<file path="src/rtl/prng_arbiter.sv">
// prng_arbiter: round-robin arbiter that shares one 32-bit PRNG among NUM_REQ
// requesters and owns the generator's advance strobe, so that each delivered
// word is consumed exactly once.
//
// Optional feature: define PRNG_ARB_WARMUP_EN to add a WARMUP state. After
// reset the generator is then advanced WARMUP_CYCLES times before any request
// is served.
//
// Ports:
//   clk            in   1        clock, rising edge
//   rst            in   1        synchronous reset, active high
//   req_i          in   NUM_REQ  request levels, held until granted
//   gnt_o          out  NUM_REQ  one-hot, one-cycle grant; qualifies rnd_o
//   rnd_o          out  32       random word captured at grant
//   ready_o        out  1        arbiter accepting requests (IDLE)
//   prng_next_o    out  1        advance strobe to generator `next`
//   prng_random_i  in   32       current generator output word
module prng_arbiter #(
   parameter int unsigned NUM_REQ       = 4,
   parameter int unsigned WARMUP_CYCLES = 16
) (
   input  logic               clk,
   input  logic               rst,
   input  logic [NUM_REQ-1:0] req_i,
   output logic [NUM_REQ-1:0] gnt_o,
   output logic [31:0]        rnd_o,
   output logic               ready_o,
   output logic               prng_next_o,
   input  logic [31:0]        prng_random_i
);

   localparam int unsigned PTR_W = (NUM_REQ > 1) ? $clog2(NUM_REQ) : 1;
   localparam int unsigned CNT_W = 8;
   localparam int unsigned RND_W = 32;

   // Elaboration-time parameter range checks.
   if (NUM_REQ < 1 || NUM_REQ > 16) begin : g_bad_num_req
      $error("prng_arbiter: NUM_REQ must be in 1..16");
   end
   if (WARMUP_CYCLES < 1 || WARMUP_CYCLES > 255) begin : g_bad_warmup
      $error("prng_arbiter: WARMUP_CYCLES must be in 1..255");
   end

   typedef enum logic [1:0] {
      ST_WARMUP = 2'd0,
      ST_IDLE   = 2'd1,
      ST_GRANT  = 2'd2
   } state_e;

`ifdef PRNG_ARB_WARMUP_EN
   localparam state_e RESET_STATE = ST_WARMUP;
`else
   localparam state_e RESET_STATE = ST_IDLE;
`endif

   state_e             state_q, state_d;
   logic [PTR_W-1:0]   ptr_q, ptr_d;
   logic [NUM_REQ-1:0] gnt_q, gnt_d;
   logic [RND_W-1:0]   rnd_q, rnd_d;
`ifdef PRNG_ARB_WARMUP_EN
   logic [CNT_W-1:0]   cnt_q, cnt_d;
`endif

   // Round-robin scan results.
   logic               found;
   logic [PTR_W-1:0]   win;
   logic [NUM_REQ-1:0] win_onehot;
   logic [31:0]        scan_sum;
   logic [PTR_W-1:0]   scan_idx;

   // Winner = first requesting index at or above ptr, wrapping around.
   always_comb begin
      found      = 1'b0;
      win        = '0;
      win_onehot = '0;
      scan_sum   = '0;
      scan_idx   = '0;
      for (int unsigned i = 0; i < NUM_REQ; i++) begin
         scan_sum = 32'(ptr_q) + i;
         if (scan_sum >= NUM_REQ) begin
            scan_sum = scan_sum - NUM_REQ;
         end
         scan_idx = PTR_W'(scan_sum);
         if (!found && req_i[scan_idx]) begin
            found                = 1'b1;
            win                  = scan_idx;
            win_onehot           = '0;
            win_onehot[scan_idx] = 1'b1;
         end
      end
   end

   // Next-state logic; gnt defaults to 0 so it is a single-cycle pulse.
   always_comb begin
      state_d = state_q;
      ptr_d   = ptr_q;
      gnt_d   = '0;
      rnd_d   = rnd_q;
`ifdef PRNG_ARB_WARMUP_EN
      cnt_d   = cnt_q;
`endif
      case (state_q)
`ifdef PRNG_ARB_WARMUP_EN
         ST_WARMUP: begin
            cnt_d = cnt_q - CNT_W'(1);
            if (cnt_q <= CNT_W'(1)) begin
               state_d = ST_IDLE;
            end
         end
`endif
         ST_IDLE: begin
            if (found) begin
               gnt_d   = win_onehot;
               rnd_d   = prng_random_i;
               state_d = ST_GRANT;
               if (32'(win) + 32'd1 >= NUM_REQ) begin
                  ptr_d = '0;
               end else begin
                  ptr_d = win + PTR_W'(1);
               end
            end
         end
         ST_GRANT: begin
            state_d = ST_IDLE;
         end
         default: begin
            state_d = ST_IDLE;
         end
      endcase
   end

   // State and output registers; synchronous reset wins over everything.
   always_ff @(posedge clk) begin
      if (rst) begin
         state_q <= RESET_STATE;
         ptr_q   <= '0;
         gnt_q   <= '0;
         rnd_q   <= '0;
`ifdef PRNG_ARB_WARMUP_EN
         cnt_q   <= CNT_W'(WARMUP_CYCLES);
`endif
      end else begin
         state_q <= state_d;
         ptr_q   <= ptr_d;
         gnt_q   <= gnt_d;
         rnd_q   <= rnd_d;
`ifdef PRNG_ARB_WARMUP_EN
         cnt_q   <= cnt_d;
`endif
      end
   end

   assign gnt_o = gnt_q;
   assign rnd_o = rnd_q;

   // Strobes decode the state register. Masking with rst suppresses the advance
   // pulse of a grant that reset interrupts, and starts warmup pulses in the
   // first cycle after rst falls.
   assign ready_o     = ~rst & (state_q == ST_IDLE);
   assign prng_next_o = ~rst & ((state_q == ST_WARMUP) | (state_q == ST_GRANT));

endmodule

</file>
<file path="config.mk">
export PLATFORM = sky130hd
export DESIGN_NAME = prng_arbiter
export DESIGN_NICKNAME = d
export VERILOG_FILES = /design/src/rtl/prng_arbiter.sv
export SDC_FILE = /design/constraint.sdc
export NUM_CORES = 1
export LEC_CHECK = 0
export CAP_MARGIN = 40
export CORE_MARGIN = 2
export CORE_UTILIZATION = 35
export CTS_BUF_LIST = sky130_fd_sc_hd__clkbuf_8
export DETAILED_ROUTE_END_ITERATION = 8
export PLACE_DENSITY_LB_ADDON = 0.3
export SLEW_MARGIN = 10
export SYNTH_ARGS = -nofsm -noshare
export SYNTH_HDL_FRONTEND = slang
export SYNTH_SLANG_ARGS = --single-unit
export TNS_END_PERCENT = 10
</file>
<file path="constraint.sdc">
create_clock -name clk -period 5.65 [get_ports clk]
set_clock_uncertainty 0.05 [all_clocks]
set_input_delay 0.565 -clock clk [delete_from_list [all_inputs] [get_ports clk]]
set_output_delay 0.565 -clock clk [all_outputs]
set_load 0.1 [all_outputs]
</file>
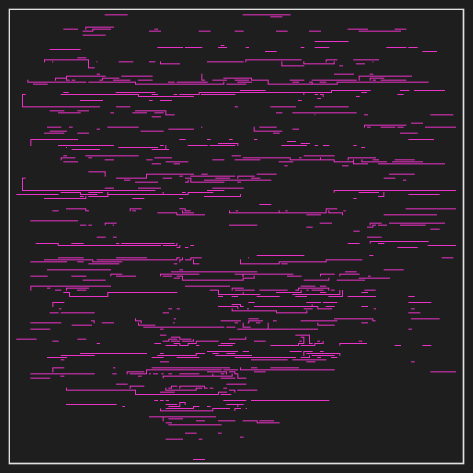
Fig. 1. Met1 routing.
Scale: 6 px per µm.
wire length on this layer: 1,850 µm
longest straight run: 22.1 µm
routed via count: 1,665
GR met1 Demand/Resource: 0.1974
Routed Wire Length: 4.449 mm

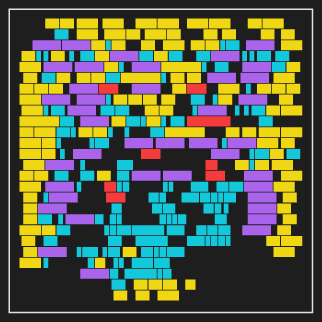
Fig. 2. Placed cells, one color a class.
Scale: 4 px per µm.
| color | class | cells | share of their area |
|---|---|---|---|
| cyan | combinational and other logic | 127 | 29% |
| yellow | other buffers and delay cells | 115 | 43% |
| red | clock drivers and dummy loads | 8 | 3.6% |
| purple | flops | 40 | 25% |

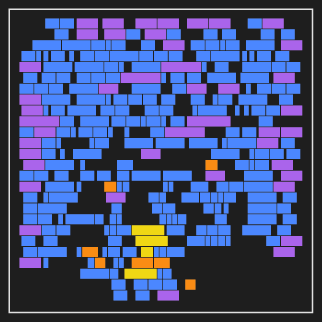
Fig. 3. Cell sizes after repair.
Scale: 4 px per µm.
| color | size | cells | share |
|---|---|---|---|
| orange | _3 and _4 cells | 7 | 2.4% |
| purple | _6 and larger | 44 | 15% |
| blue | _0 and _1 cells | 235 | 81% |
| yellow | _2 cells | 4 | 1.4% |
synth-to-layout area growth: 85.29%
number of buffers other than clock buffers in the final layout: 115
post-route setup slack: 2.505 ns
cell area after layout: 0.003311 mm²

==> run notes <==
Synthesis and place-and-route results.

- The highest clock frequency the design can meet is between 0.3 and 0.4 GHz.
- The count of non-filler cells in the finished layout is 360.
- Hold repair after CTS inserted 0 buffers.
- The critical path contains buffers and inverters numbering 2 combined.
- The post-synth net total is around 220.
- The share of synthesized area in the top cell type comes to 0.4482.
- The number of combinational gates with multiple inputs is between 100 and 150.
- The layout has 6 inverters outside the clock class.
- The violation tally recorded at the end of detailed-routing iteration 0 is between 40 and 50.
- The core outline area is ~0.005 mm².
- The number of endpoints failing setup at the final stage is 0.
- Looking at the clock tree report, the root buffer type is sky130_fd_sc_hd__clkbuf_8.
- The Yosys chip area is 0.001787 mm².
- The post-synthesis async set-or-reset flop share is 0.
- The cell depth of the worst hold path is 2.
- The cell family contributing the most delay on the critical path is flip-flops.
- The most common logic cells in the final layout are sky130_fd_sc_hd__clkdlybuf4s50_1, sky130_fd_sc_hd__dfxtp_1, sky130_fd_sc_hd__nor2_1.
- The clock insertion delay at the later pin of the skew report is a little under 0.3 ns.
- After detailed placement, the total cell area comes to approximately 0.0032 mm².
- The power density normalized to cell area is 543.2 mW/mm².
- Measured against its own limit, the worst slew margin works out to 0.4597.
- The most critical min-delay path falls under flop to flop.
- The average wire per cell in the routed design is ~12 µm.
- Among all stages on the critical path, the largest delay is contributed by sky130_fd_sc_hd__dfxtp_1.
- The number of rows created at floorplan is 26.
- In this run the tools logged warnings totalling 30.
- The first detailed-routing pass took 4 iterations.
- Counting every instance in the synthesized netlist gives between 150 and 200.
- Per the TritonCTS log, the buffer count is 5.
- Per the layout area report, the sequential fraction of cell area is 0.2419.
- The first-pass GRT wire length is ~7.3 mm.
- TritonCTS built the clock tree.
- The hold path endpoint is rnd_o[26]$_SDFFE_PP0P_.
- The synthesis report lists the most area-consuming cells as sky130_fd_sc_hd__dfxtp_1, sky130_fd_sc_hd__mux2i_1, sky130_fd_sc_hd__nor2_1.
- The finished design was reported to have a net count of ~330.
- Per the timing report, the biggest fanout along the worst path comes to 35.
- The fraction of final cell area spent on non-clock buffers in this run is 0.4187.
- The fraction of layout cells with a size suffix above 1 is 0.1897.
- The detail-routed via count per cell is 4.625.
- Total global-route track usage over all layers is 0.1690.
- The count of instances resized after the clock tree is built is 0.
- The worst min-delay path startpoint is rnd_o[26]$_SDFFE_PP0P_.
- The final sum of negative setup slack is 0 ns.
- The final estimated routing congestion in global placement is between 0.7 and 0.8.
- Post-route period utilization is reported as 0.5566.
- Max-slew check failures listed in the final report amount to 0.
- Counting the warning lines in the Yosys log gives 0.
- The number of different library cells in the post-synthesis netlist is 31.
- Nets still carrying antenna violations after routing amount to 0.
- The simple-gate share of the synthesized area is 0.1310.
- Summed over all cells, the static leakage comes to around 1.4 nW.
- The clock-pin slew on the worst setup and hold paths is approximately 0.080 ns.
- The cell area after synthesis is about 0.0018 mm².
- For this run the aggregate overflow at the end of global routing stands at 0.
- Setup repair after global routing left no endpoint under its margin.
- There are around 40 flip-flops and latches.
- The deepest level of the CTS H-tree is 2.
- In the floorplan report the effective utilization is 0.3566.
- Looking at the VDD voltage map, the peak drop is between 0.0002 and 0.0003 V.
- The via count of the first global-routing pass is around 1,700.
- The kind of critical path is flop to flop.
- The flow ran to the end, and the final reports show no timing, DRC or antenna violations.
- The category of the worst setup path capture point is a flop.
- The area fraction of clock buffers and clock inverters is 0.03515.
- The die span in x is roughly 75 µm.
- The number of buffers inserted to repair setup after CTS is 0.
- The largest stage delay on the critical path is between 0.6 and 0.7 ns.
- The area taken by multi-input combinational cells is reported as roughly 900 µm².
- The main kind of combinational logic by area is multiplexers.
- The design draws 1.798 mW.
- For reference, the post-synthesis area per instance comes to between 10 and 15 µm².
- In this run, the synthesized area fraction spent on adder and majority cells is recorded as 0.03501.
- The combinational share of cell area is 0.2710.
- The initial antenna violation count is 0.
- The cell-mix breakdown from Yosys lists the XOR/XNOR area share as 0.004902.
- The critical path goes through inv_1 -> ha_1 -> mux2_4 -> or4_4 -> a21oi_2 -> nor2_4 -> buf_4 -> mux2i_1 -> nor2_1.
- The largest cell class by area is buffers.
- Per the synthesis report, the AND-OR/OR-AND share of the synthesized area is 0.08613.
- The sink count of the clock tree is ~40.
- For this run, the leading register cell type out of synthesis is sky130_fd_sc_hd__dfxtp_1.
- The area taken by sequential standard cells is reported as between 800 and 900 µm².
- Entering global routing, the biggest net connects slightly above 40 pins.
- After detailed placement, the design holds a cell count of 352.
- The count of boundary I/O pins is 76.
- In the placement report, post-DP HPWL is listed as about 3.4 mm.
- Prior to clock tree synthesis, the placed netlist has a worst setup slack of around 2.5 ns.
- The final critical path time including I/O delays and setup is ~3.1 ns.
- The filler cell count is 403.
[where the power goes]
group	total, mW	switching [mW]	internal [mW]
logic	1.17	0.703	0.469
registers	0.396	0.0472	0.348
clock network	0.232	0.0986	0.133
[registers in the layout (all words and copies together), names as in the netlist, named ones only]
name / count
state_q: 2
gnt_o: 4
ptr_q: 1
rnd_o: 32
[per-layer routing]
layer | vias to the layer above | global-route usage | part of all wire
met1 | 784 | 0.1974 | 0.42
li1 | 831 | - | -
met2 | 46 | 0.2966 | 0.52
met5 | - | 0 | 0
met3 | 4 | 0.05556 | 0.051
met4 | 0 | 0.04678 | 0.012
[worst min-delay path, cell delays in order (launching register included)]
cell	delay, ns
sky130_fd_sc_hd__dfxtp_1	0.34
sky130_fd_sc_hd__mux2i_1	0.06
sky130_fd_sc_hd__nor2_1	0.07
Power figures rest on the tool's default switching activity, not on a simulated workload.
